$ cat src/rtl/fifo_pkg.sv
// Shared definitions for the FIFO controller: default geometry and FSM encoding.
package fifo_pkg;

    localparam int FIFO_ADDR_WIDTH = 3;

    typedef enum logic [2:0] {
        ST_RESET  = 3'd0,
        ST_INIT   = 3'd1,
        ST_IDLE   = 3'd2,
        ST_ACTIVE = 3'd3,
        ST_ERROR  = 3'd4
    } state_t;

    // True in the states where the FIFO services push/pop requests.
    function automatic logic is_op_state(input state_t s);
        return (s == ST_IDLE) || (s == ST_ACTIVE);
    endfunction

endpackage

$ cat src/rtl/fifo_ptr.sv
// Modulo-MEM_LENGTH pointer counter; advances by one when en_i is high.
module fifo_ptr #(
    parameter int ADDR_WIDTH = 3,
    parameter int MEM_LENGTH = 1 << ADDR_WIDTH
) (
    input  logic                  clk,
    input  logic                  reset,
    input  logic                  en_i,
    output logic [ADDR_WIDTH-1:0] ptr_o
);

    localparam logic [ADDR_WIDTH-1:0] LAST = ADDR_WIDTH'(MEM_LENGTH - 1);

    logic [ADDR_WIDTH-1:0] ptr_q;
    logic [ADDR_WIDTH-1:0] ptr_d;

    // Next pointer: wrap explicitly so non-power-of-two depths work too.
    always_comb begin
        ptr_d = ptr_q;
        if (en_i) begin
            ptr_d = (ptr_q == LAST) ? '0 : ptr_q + 1'b1;
        end
    end

    // Pointer register, cleared by synchronous reset.
    always_ff @(posedge clk) begin
        if (reset) begin
            ptr_q <= '0;
        end else begin
            ptr_q <= ptr_d;
        end
    end

    assign ptr_o = ptr_q;

endmodule

$ cat src/rtl/fifo_ctrl.sv
// FIFO controller for an external one-cycle-latency RAM.
// Optional FIFO_CTRL_ERR_EN: push-to-full / pop-from-empty raise a sticky
// error flag and park the FSM in ERROR until reset. Without it such requests
// are dropped silently.
//
// Handshake: a push is accepted (mem_write high) in IDLE/ACTIVE when the FIFO
// is not full or a pop is accepted in the same cycle; a pop is accepted
// (mem_read high) in IDLE/ACTIVE when the FIFO is not empty. Both strobes are
// combinational; valid_out follows mem_read by exactly one cycle.
module fifo_ctrl import fifo_pkg::*; #(
    parameter int ADDR_WIDTH = FIFO_ADDR_WIDTH,
    parameter int MEM_LENGTH = 1 << ADDR_WIDTH
) (
    input  logic                  clk,
    input  logic                  reset,
    input  logic                  push,
    input  logic                  pop,
    input  logic [ADDR_WIDTH:0]   th_full,
    input  logic [ADDR_WIDTH:0]   th_empty,
    output logic                  mem_write,
    output logic                  mem_read,
    output logic [ADDR_WIDTH-1:0] mem_addr_w,
    output logic [ADDR_WIDTH-1:0] mem_addr_r,
    output logic                  valid_out,
    output logic                  full,
    output logic                  empty,
    output logic                  almost_full,
    output logic                  almost_empty,
    output logic [ADDR_WIDTH:0]   count,
    output logic                  overflow_err,
    output logic                  underflow_err,
    output state_t                state_o
);

    localparam int CNT_W = ADDR_WIDTH + 1;

    state_t           state_q, state_d;
    logic [CNT_W-1:0] count_q, count_d;
    logic [CNT_W-1:0] th_full_q, th_empty_q;
    logic             valid_q;
    logic             op_state;
    logic             rd_acc, wr_acc;

    // Requests are only honoured in the operating states, and never while
    // reset is being applied.
    assign op_state = is_op_state(state_q) && !reset;

    assign full         = (count_q == CNT_W'(MEM_LENGTH));
    assign empty        = (count_q == '0);
    assign almost_full  = (count_q >= th_full_q);
    assign almost_empty = (count_q <= th_empty_q);

    // A push on a full FIFO is still fine if a word leaves in the same cycle.
    assign rd_acc    = op_state && pop && !empty;
    assign wr_acc    = op_state && push && (!full || rd_acc);
    assign mem_read  = rd_acc;
    assign mem_write = wr_acc;

    // Gating with reset drops a pending read return the moment reset arrives.
    assign valid_out = valid_q && !reset;
    assign count     = count_q;
    assign state_o   = state_q;

    fifo_ptr #(
        .ADDR_WIDTH (ADDR_WIDTH),
        .MEM_LENGTH (MEM_LENGTH)
    ) u_wr_ptr (
        .clk   (clk),
        .reset (reset),
        .en_i  (wr_acc),
        .ptr_o (mem_addr_w)
    );

    fifo_ptr #(
        .ADDR_WIDTH (ADDR_WIDTH),
        .MEM_LENGTH (MEM_LENGTH)
    ) u_rd_ptr (
        .clk   (clk),
        .reset (reset),
        .en_i  (rd_acc),
        .ptr_o (mem_addr_r)
    );

    // Occupancy update: simultaneous accepted push and pop cancel out.
    always_comb begin
        count_d = count_q;
        case ({wr_acc, rd_acc})
            2'b10:   count_d = count_q + 1'b1;
            2'b01:   count_d = count_q - 1'b1;
            default: count_d = count_q;
        endcase
    end

`ifdef FIFO_CTRL_ERR_EN
    logic ovf_q, ovf_d;
    logic unf_q, unf_d;

    // Next state and sticky error flags.
    always_comb begin
        state_d = state_q;
        ovf_d   = ovf_q;
        unf_d   = unf_q;
        case (state_q)
            ST_RESET:  state_d = ST_INIT;
            ST_INIT:   state_d = ST_IDLE;
            ST_IDLE:   if (count_d != '0) state_d = ST_ACTIVE;
            ST_ACTIVE: if (count_d == '0) state_d = ST_IDLE;
            ST_ERROR:  state_d = ST_ERROR;
            default:   state_d = ST_RESET;
        endcase
        if (op_state && push && full && !pop) begin
            ovf_d   = 1'b1;
            state_d = ST_ERROR;
        end
        if (op_state && pop && empty && !push) begin
            unf_d   = 1'b1;
            state_d = ST_ERROR;
        end
    end

    // Error flag registers.
    always_ff @(posedge clk) begin
        if (reset) begin
            ovf_q <= 1'b0;
            unf_q <= 1'b0;
        end else begin
            ovf_q <= ovf_d;
            unf_q <= unf_d;
        end
    end

    assign overflow_err  = ovf_q;
    assign underflow_err = unf_q;
`else
    // Next state; illegal requests are simply not accepted.
    always_comb begin
        state_d = state_q;
        case (state_q)
            ST_RESET:  state_d = ST_INIT;
            ST_INIT:   state_d = ST_IDLE;
            ST_IDLE:   if (count_d != '0) state_d = ST_ACTIVE;
            ST_ACTIVE: if (count_d == '0) state_d = ST_IDLE;
            default:   state_d = ST_RESET;
        endcase
    end

    assign overflow_err  = 1'b0;
    assign underflow_err = 1'b0;
`endif

    // State, count, thresholds and read-return registers.
    always_ff @(posedge clk) begin
        if (reset) begin
            state_q    <= ST_RESET;
            count_q    <= '0;
            th_full_q  <= '0;
            th_empty_q <= '0;
            valid_q    <= 1'b0;
        end else begin
            state_q <= state_d;
            count_q <= count_d;
            valid_q <= rd_acc;
            if (state_q == ST_INIT) begin
                th_full_q  <= th_full;
                th_empty_q <= th_empty;
            end
        end
    end

endmodule

$ cat config.mk
export PLATFORM = sky130hd
export DESIGN_NAME = fifo_ctrl
export DESIGN_NICKNAME = d
export VERILOG_FILES = /design/src/rtl/fifo_pkg.sv /design/src/rtl/fifo_ptr.sv /design/src/rtl/fifo_ctrl.sv
export SDC_FILE = /design/constraint.sdc
export NUM_CORES = 1
export LEC_CHECK = 0
export CORE_MARGIN = 2
export CORE_UTILIZATION = 43
export DETAILED_ROUTE_END_ITERATION = 8
export HOLD_SLACK_MARGIN = 0.02
export PLACE_DENSITY_LB_ADDON = 0.1
export SETUP_SLACK_MARGIN = 0.15
export SYNTH_ARGS = -nofsm -noshare
export SYNTH_HDL_FRONTEND = slang
export SYNTH_SLANG_ARGS = --single-unit
$ cat constraint.sdc
create_clock -name clk -period 3.7 [get_ports clk]
set_input_delay 0.74 -clock clk [delete_from_list [all_inputs] [get_ports clk]]
set_output_delay 0.74 -clock clk [all_outputs]
set_load 0.01 [all_outputs]
==> metrics.yaml, run 1 <==
final-nonclk-buf-share_pct: 19.0
grt_pass1_vias: 1066
cts.htree.levels: 1
ys_sh_adder_pct: 14.7
fin_skew_ns: 0.00153
place_congestion: 0.796
ys_sh_simple_pct: 25.5
p_leak_nw: 0.712
maxCapViolCount: 0
vdd_drop_max_mv: 0.203
slowest_delay_ns: 0.49
status: "finished, final reports clean"
setup_viol: 0
dr_wl_met2_um: 1380
via_per_inst: 5.35
powerClk_mw: 0.115
register_area_um2: 420
ant_nets: 0
path_depth: 6
cp.required_ns: 2.96
top_cell: "nand2_1"
worstPathArrival_ns: 2.48
tritoncts: "yes"
critPathKind: "in -> out"
min-delay-start: "th_empty_q[3]$_SDFFE_PP0N_"
ys_ff: 21
core_um2: 3000
cts_sinks: 21
layout.cells.most_common: "clkdlybuf4s50_1"
largest_class: "multi-input combinational cells"
grt_pass1_wl_um: 4790
ys_seq_share_pct: 31.7
worst-path-buf-inv: 3
nets: 219
switching_power_mw: 0.138
worstMarginPinSlew_ns: 0.657
critPathMaxFanout: 6
pwr-share-seq_pct: 52.2
route.detailed.drc: 0
**Run 1: signal metal coverage by tile**

Scale bar: 20 um. 12 x 12 tiles, from dark purple (low) to yellow (high), scaled to the fullest tile. Values are wire area over tile area, all layers added.
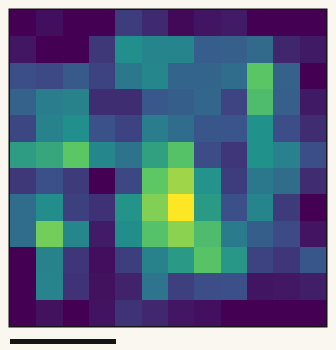
- nearly empty tiles: 13%
- tiles over half the peak: 16%
- fullest tile: 0.45
- mean over tiles: 0.13
- densest ninth of the die: middle
total track usage: 18.1%
Total Wirelength: 2870 um
per-cell routed wire length: 12.8 um
via count: 1199

**Run 1: cell sizes after repair**

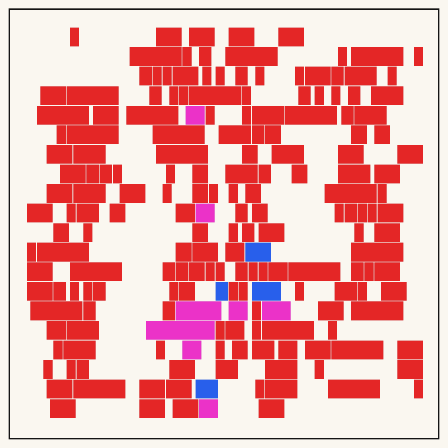
- x1 and smaller: red (cells 179; share 94%)
- x3 and x4: magenta (cells 8; share 4.2%)
- x2: blue (cells 4; share 2.1%)

**Run 1: routing congestion map**

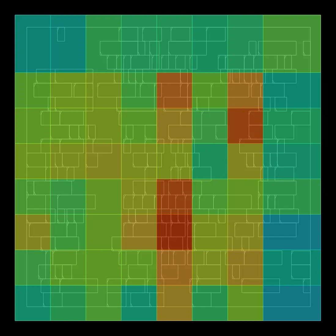
Util after Layout: 55.3%
GR Util met1: 23.1%
grt peak-use layer: met2
met3 Use GR: 3.93%
met2 Usage GRT: 29.8%

**Run 1: port wiring**

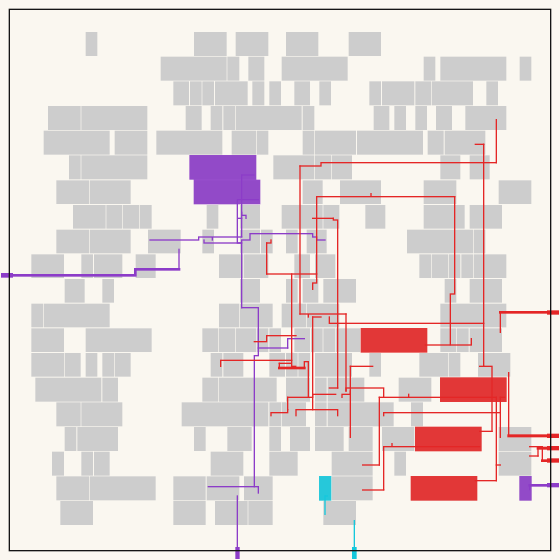

--- run 2 (diff from run 1) ---
--- a/config.mk
+++ b/config.mk
@@ -5,12 +5,13 @@
 export SDC_FILE = /design/constraint.sdc
 export NUM_CORES = 1
 export LEC_CHECK = 0
-export CORE_MARGIN = 2
+export CORE_MARGIN = 5
 export CORE_UTILIZATION = 43
 export DETAILED_ROUTE_END_ITERATION = 8
 export HOLD_SLACK_MARGIN = 0.02
 export PLACE_DENSITY_LB_ADDON = 0.1
 export SETUP_SLACK_MARGIN = 0.15
+export SLEW_MARGIN = 0
 export SYNTH_ARGS = -nofsm -noshare
 export SYNTH_HDL_FRONTEND = slang
 export SYNTH_SLANG_ARGS = --single-unit
**Run 2: port wiring**

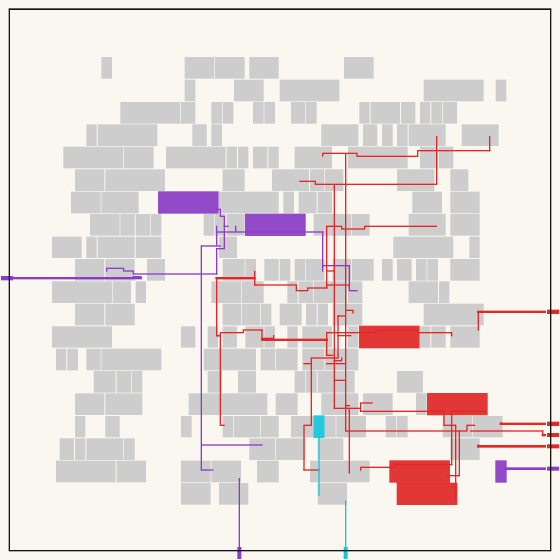
- `empty`: cyan (bits 1; direction output; end cells 1; buffers 1; wire 13.3 um)
- `state_o`: purple (bits 3; direction output; end cells 3; buffers 2; wire 121 um)
- `count`: red (bits 4; direction output; end cells 4; buffers 4; wire 354 um)

==> metrics.yaml, run 2 <==
worstMarginPinSlew_ns: 0.634  # -0.0230 ns
status: "finished, final reports clean"
final-nonclk-buf-share_pct: 19.0  # unchanged
hold_viol_final: 0
register_area_um2: 420  # unchanged
fin_util_pct: 55.3  # unchanged
nets: 219  # unchanged
place_congestion: 0.818  # +2.8%
met3_usage_pct: 4.44  # +0.51 points
setup_viol: 0  # unchanged
busiest_layer: "met2"
ant_nets: 0  # unchanged
ys_sh_adder_pct: 14.7  # unchanged
min-delay-start: "th_empty_q[3]$_SDFFE_PP0N_"
largest_class: "multi-input combinational cells"
pwr-share-seq_pct: 51.8  # -0.4 points
dr_wl_met2_um: 1340  # -2.8%
cts.htree.levels: 1  # unchanged
worstPathArrival_ns: 2.49  # about the same
use_met1_pct: 18.5  # -4.5 points
num_rows: 20
ys_sh_simple_pct: 25.5  # unchanged
slowest_delay_ns: 0.49  # about the same
path_depth: 6  # unchanged
route.detailed.drc: 0  # unchanged
critPathKind: "in -> out"
use_met2_pct: 23.9  # -5.9 points
critPathMaxFanout: 6  # unchanged
top_cell: "nand2_1"
powerClk_mw: 0.118  # about the same
wl_per_cell_um: 13.2  # +3.1%
route.vias.total: 1177  # -1.8%
fin_skew_ns: 0.00198  # +0.000455 ns
crit_family: "buffers and inverters"
layout.cells.most_common: "clkdlybuf4s50_1"
cp.required_ns: 2.96  # about the same
finalWirelength_um: 2950  # +3.1%
p_leak_nw: 0.712  # unchanged
grt_pass1_wl_um: 4910  # +2.4%
cts_sinks: 21  # unchanged
**Run 2: signal metal coverage by tile**

Scale bar: 20 um. 13 x 13 tiles, from dark purple (low) to yellow (high), scaled to the fullest tile. Values are wire area over tile area, all layers added.
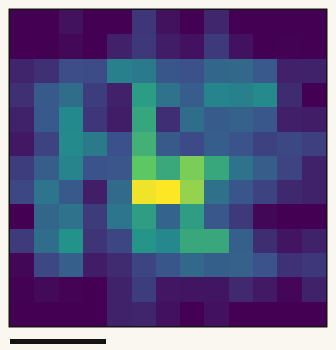
- fullest tile: 0.52
- tiles over half the peak: 9.5%
- nearly empty tiles: 20%

Power and IR drop assume default switching activity.
